`config.mk`:
```
export PLATFORM = sky130hd
export DESIGN_NAME = stall_controller
export DESIGN_NICKNAME = d
export VERILOG_FILES = /design/src/rtl/stall_controller.sv
export SDC_FILE = /design/constraint.sdc
export NUM_CORES = 1
export LEC_CHECK = 0
export CAP_MARGIN = 15
export CORE_MARGIN = 2
export CORE_UTILIZATION = 39
export CTS_CLUSTER_SIZE = 8
export DETAILED_ROUTE_END_ITERATION = 7
export GPL_TIMING_DRIVEN = 0
export PLACE_DENSITY = 0.68
export SETUP_SLACK_MARGIN = 0.4
export SYNTH_ARGS = -nofsm -noshare
export SYNTH_HDL_FRONTEND = slang
export SYNTH_SLANG_ARGS = --single-unit
```
`constraint.sdc`:
```
create_clock -name clk -period 3.9 [get_ports clk]
set_input_delay 0.78 -clock clk [delete_from_list [all_inputs] [get_ports clk]]
set_output_delay 0.78 -clock clk [all_outputs]
set_load 0.005 [all_outputs]
```
`src/rtl/stall_controller.sv`:
```
// Pipeline hazard and multi-cycle divide stall controller for the ID stage.
// It detects load-use hazards, holds the pipeline during divides, and handles branch flushes.
module stall_controller #(
  parameter int unsigned DIV_LATENCY = 34
) (
  input  logic        clk,
  input  logic        rst,
  input  logic [4:0]  id_rsA,
  input  logic [4:0]  id_rsB,
  input  logic        id_uses_A,
  input  logic        id_uses_B,
  input  logic        id_is_div,
  input  logic [4:0]  exe_rd,
  input  logic        exe_wr_en,
  input  logic        exe_is_load,
  input  logic        exe_flush_req,
  output logic        stall_if,
  output logic        stall_id,
  output logic        flush_id,
  output logic        flush_exe,
  output logic        div_start,
  output logic        div_abort,
  output logic        busy,
  output logic [15:0] stall_count
);

  localparam int unsigned CNT_W = 6;
  localparam int unsigned SC_W  = 16;

  typedef enum logic [1:0] {
    IDLE     = 2'd0,
    DIV_WAIT = 2'd1,
    DIV_DONE = 2'd2
  } state_t;

  state_t           state;
  logic [CNT_W-1:0] cnt;
  logic             load_hazard;

  assign load_hazard = exe_is_load && exe_wr_en && (exe_rd != 5'd0) &&
                       ((id_uses_A && (id_rsA == exe_rd)) ||
                        (id_uses_B && (id_rsB == exe_rd)));

  assign busy = (state != IDLE);

  // Control outputs. Reset forces all outputs low, and a flush overrides stalls and divide starts.
  always_comb begin
    stall_if  = 1'b0;
    stall_id  = 1'b0;
    flush_id  = 1'b0;
    flush_exe = 1'b0;
    div_start = 1'b0;
    div_abort = 1'b0;
    if (rst) begin
      stall_if = 1'b0;
    end else if (exe_flush_req) begin
      flush_id  = 1'b1;
      flush_exe = 1'b1;
      div_abort = (state == DIV_WAIT);
    end else begin
      case (state)
        IDLE: begin
          if (load_hazard || id_is_div) begin
            stall_if  = 1'b1;
            stall_id  = 1'b1;
            flush_exe = 1'b1;
            div_start = !load_hazard;
          end
        end
        DIV_WAIT: begin
          stall_if  = 1'b1;
          stall_id  = 1'b1;
          flush_exe = 1'b1;
        end
        default: ;
      endcase
    end
  end

  // State, countdown and saturating stall counter.
  always_ff @(posedge clk or posedge rst) begin
    if (rst) begin
      state       <= IDLE;
      cnt         <= '0;
      stall_count <= '0;
    end else begin
      if (stall_id && (stall_count != {SC_W{1'b1}}))
        stall_count <= stall_count + SC_W'(1);

      if (exe_flush_req) begin
        state <= IDLE;
        cnt   <= '0;
      end else begin
        case (state)
          IDLE: begin
            if (div_start) begin
              cnt   <= CNT_W'(DIV_LATENCY - 1);
              state <= DIV_WAIT;
            end
          end
          DIV_WAIT: begin
            cnt <= cnt - CNT_W'(1);
            if (cnt == CNT_W'(1))
              state <= DIV_DONE;
          end
          DIV_DONE: state <= IDLE;
          default:  state <= IDLE;
        endcase
      end
    end
  end

endmodule

```
Fig. 1: cells by drive strength
Bar = 20 um.
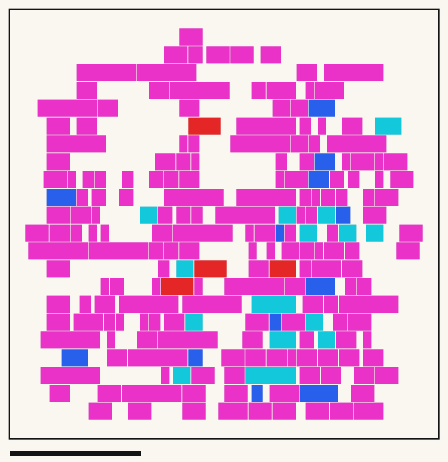
blue -> drive 2  # cells 12, share 5.7%, most used clkbuf_2
red -> drive 6 and up  # cells 4, share 1.9%, most used clkbuf_8
cyan -> drive 3 to 4  # cells 15, share 7.1%, most used buf_4
magenta -> drive 1 or less  # cells 180, share 85%, most used clkdlybuf4s50_1
finished layout cell area: 2130 um2
fin worst setup slack: 0.486 ns

Fig. 2: clock routing
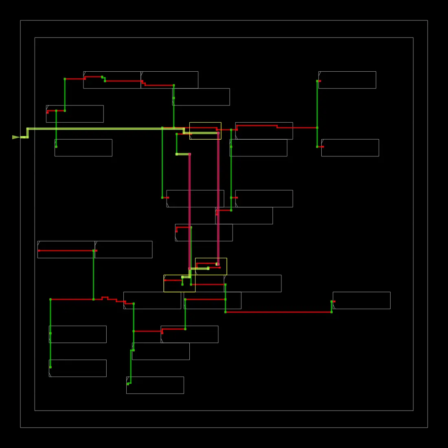
power in the clock group: 0.145 mW
sequential cells: 24

==> notes.md <==
Main metrics from the flow reports.

The run finished with clean final reports. In this run the full chip footprint comes out at 4270 um2. The worst-case clock buffer depth is 2.

The transition at the pin with the smallest max-transition slack came out at 0.548 ns. According to the finish report, the design has a final net count of between 200 and 250. The chip area line of the yosys report came out at 1470 um2. Summing over the stages, the warning tally comes to 27.

The worst register-to-register path depth is 6. The die height came out at roughly 65 um. The antenna diode count came out at 0. After synthesis, the largest family of logic cells by area is simple AND/OR/NAND/NOR gates. The share of Yosys cell area claimed by the top area cell type is 41.0%. Hold-check failures listed in the final report amount to 0. Counting instances in the post-synthesis netlist gives the leading cell types as sky130_fd_sc_hd__dfrtp_1 (24), sky130_fd_sc_hd__xnor2_1 (20), sky130_fd_sc_hd__nor3_1 (12). At the end of routability-driven placement, the weighted congestion stood at 0.847. The fraction of synthesis flops using an asynchronous set or reset pin is 100%. TritonCTS built the clock tree. The data arrival time reported for the critical path is 2.63 ns. The standby leakage power came out at 0.935 nW. The final tally of setup violations came out at 0.

The initial DRC count came out at roughly 130. The shortest period the worst path allows is 3.41 ns. The count of state elements after synthesis is 24. The total I/O pin count is 46.

The longest incremental delay of any stage on the critical path is reported as 0.52 ns. In this run, post-CTS hold repair placed 0 buffers. The net count after synthesis is 180. The wire length per cell is 15.2 um.

The maximum clock frequency is 293 MHz. The worst clock skew on the final layout is 0.00520 ns. sky130_fd_sc_hd__dfrtp_1 is the most common cell in the netlist. The total via count in the routed design came out at 1,390.

The share of cell area taken by muxes after synthesis came out at 0.768%. The first detailed-routing pass ran for 4 iterations. The global routing usage summed across all routing layers came out at between 20% and 30%.

The final tally of max-slew violations is 0. The final non-filler cell total came out at 259. The DRC violations left is 0. The highest ir drop seen on vdd came out at 0.233 mV. The setup slack on the worst flop-to-flop path came out at 1.74 ns.

STA classifies the critical path startpoint as an input pin. The headroom to the max-slew limit came out at 63.4%. The worst setup path is captured at a primary output.
Fig. 3: sequential cells colored by netlist name
Other cells in gray.
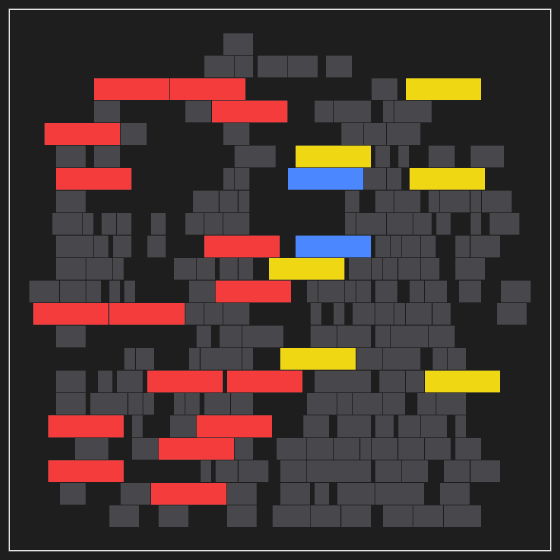
yellow -> cnt  # sequential cells 6
red -> stall_count  # sequential cells 16
blue -> state  # sequential cells 2
share of the final layout cell area in sequential cells: 28.3%
sequential cell area: 601 um2

## through the flow
step / TNS (ns) / area, um2 / power, mW / util [%] / hold slack [ns]
final: 0 / 2130 / 0.720 / 58.5 / 0.495
after global routing: 0 / 2130 / 0.767 / 58.5 / 0.529
after CTS: 0 / 2080 / 0.718 / 57.4 / 0.499
after detailed placement: -0.0852 / 1980 / 0.566 / 54.4 / 0.484
after global placement: -0.0387 / 1980 / 0.558 / 54.4 / 0.485
after floorplan: 0 / 1470 / 0.444 / - / 0.484
## layer usage
metal	GRT usage [%]	vias to the layer above	share of wire (%)
met4	7.03	0	2.1
met2	36.5	47	53
met3	2.74	8	4.7
li1	-	667	-
met1	24.0	668	41
met5	0	-	0
## final cells by class
cell class	count	area, um2	share of cell area, %
flip-flops and latches	24	601	28.3
clock buffers	3	41.3	1.94
inverters	11	45.0	2.12
multi-input cells	117	846	39.8
plain buffers	2	15.0	0.706
repair buffers	54	518	24.4
well taps	48	60.1	2.83
## repair_timing
item | 4_1_cts | 5_1_grt
buffers inserted | 6 | 3
endpoints found under the setup margin | 4 | 4
pin swaps | 4 | 9
resized | 13 | 13
## sequential cells by signal (all words and copies together), names as in the netlist
signal,count
state,2
stall_count,16
cnt,6
## worst min path at each step
stage | cells past startpoint | slack [ns] | start | endpoint
4_1_cts | 1 | 0.50 | stall_count[14] | stall_count[14]
5_1_grt | 1 | 0.53 | stall_count[14] | stall_count[14]
6_report | 1 | 0.50 | stall_count[14] | stall_count[14]
3_3_place_gp | 1 | 0.49 | stall_count[14] | stall_count[14]
3_5_place_dp | 1 | 0.48 | stall_count[14] | stall_count[14]
2_1_floorplan | 1 | 0.48 | stall_count[14] | stall_count[14]
## cells in the final DEF, fill, tap and decap left out, types with 3 or more instances in the layout
cell | synthesis | layout
sky130_fd_sc_hd__buf_4 | 2 | 10
sky130_fd_sc_hd__clkbuf_8 | 0 | 3
sky130_fd_sc_hd__clkdlybuf4s50_1 | 0 | 34
sky130_fd_sc_hd__dfrtp_1 | 24 | 24
sky130_fd_sc_hd__dlygate4sd2_1 | 0 | 3
sky130_fd_sc_hd__dlymetal6s2s_1 | 0 | 4
sky130_fd_sc_hd__ha_1 | 3 | 3
sky130_fd_sc_hd__inv_1 | 10 | 9
sky130_fd_sc_hd__nand2_1 | 10 | 10
sky130_fd_sc_hd__nand2b_1 | 3 | 3
sky130_fd_sc_hd__nand3_1 | 7 | 7
sky130_fd_sc_hd__nand4_1 | 3 | 3
sky130_fd_sc_hd__nor2_1 | 9 | 8
sky130_fd_sc_hd__nor3_1 | 12 | 12
sky130_fd_sc_hd__nor4_1 | 6 | 6
sky130_fd_sc_hd__o221ai_1 | 3 | 3
sky130_fd_sc_hd__or3_1 | 3 | 3
sky130_fd_sc_hd__xnor2_1 | 20 | 19
sky130_fd_sc_hd__xor2_1 | 8 | 8
## where the power goes
group	total, mW	leakage, nW	internal [mW]	switching [mW]
clock network	0.145	0.0216	0.0691	0.0761
registers	0.331	0.297	0.285	0.0458
logic	0.243	0.616	0.143	0.101
Power is estimated from default activity; no workload was simulated.
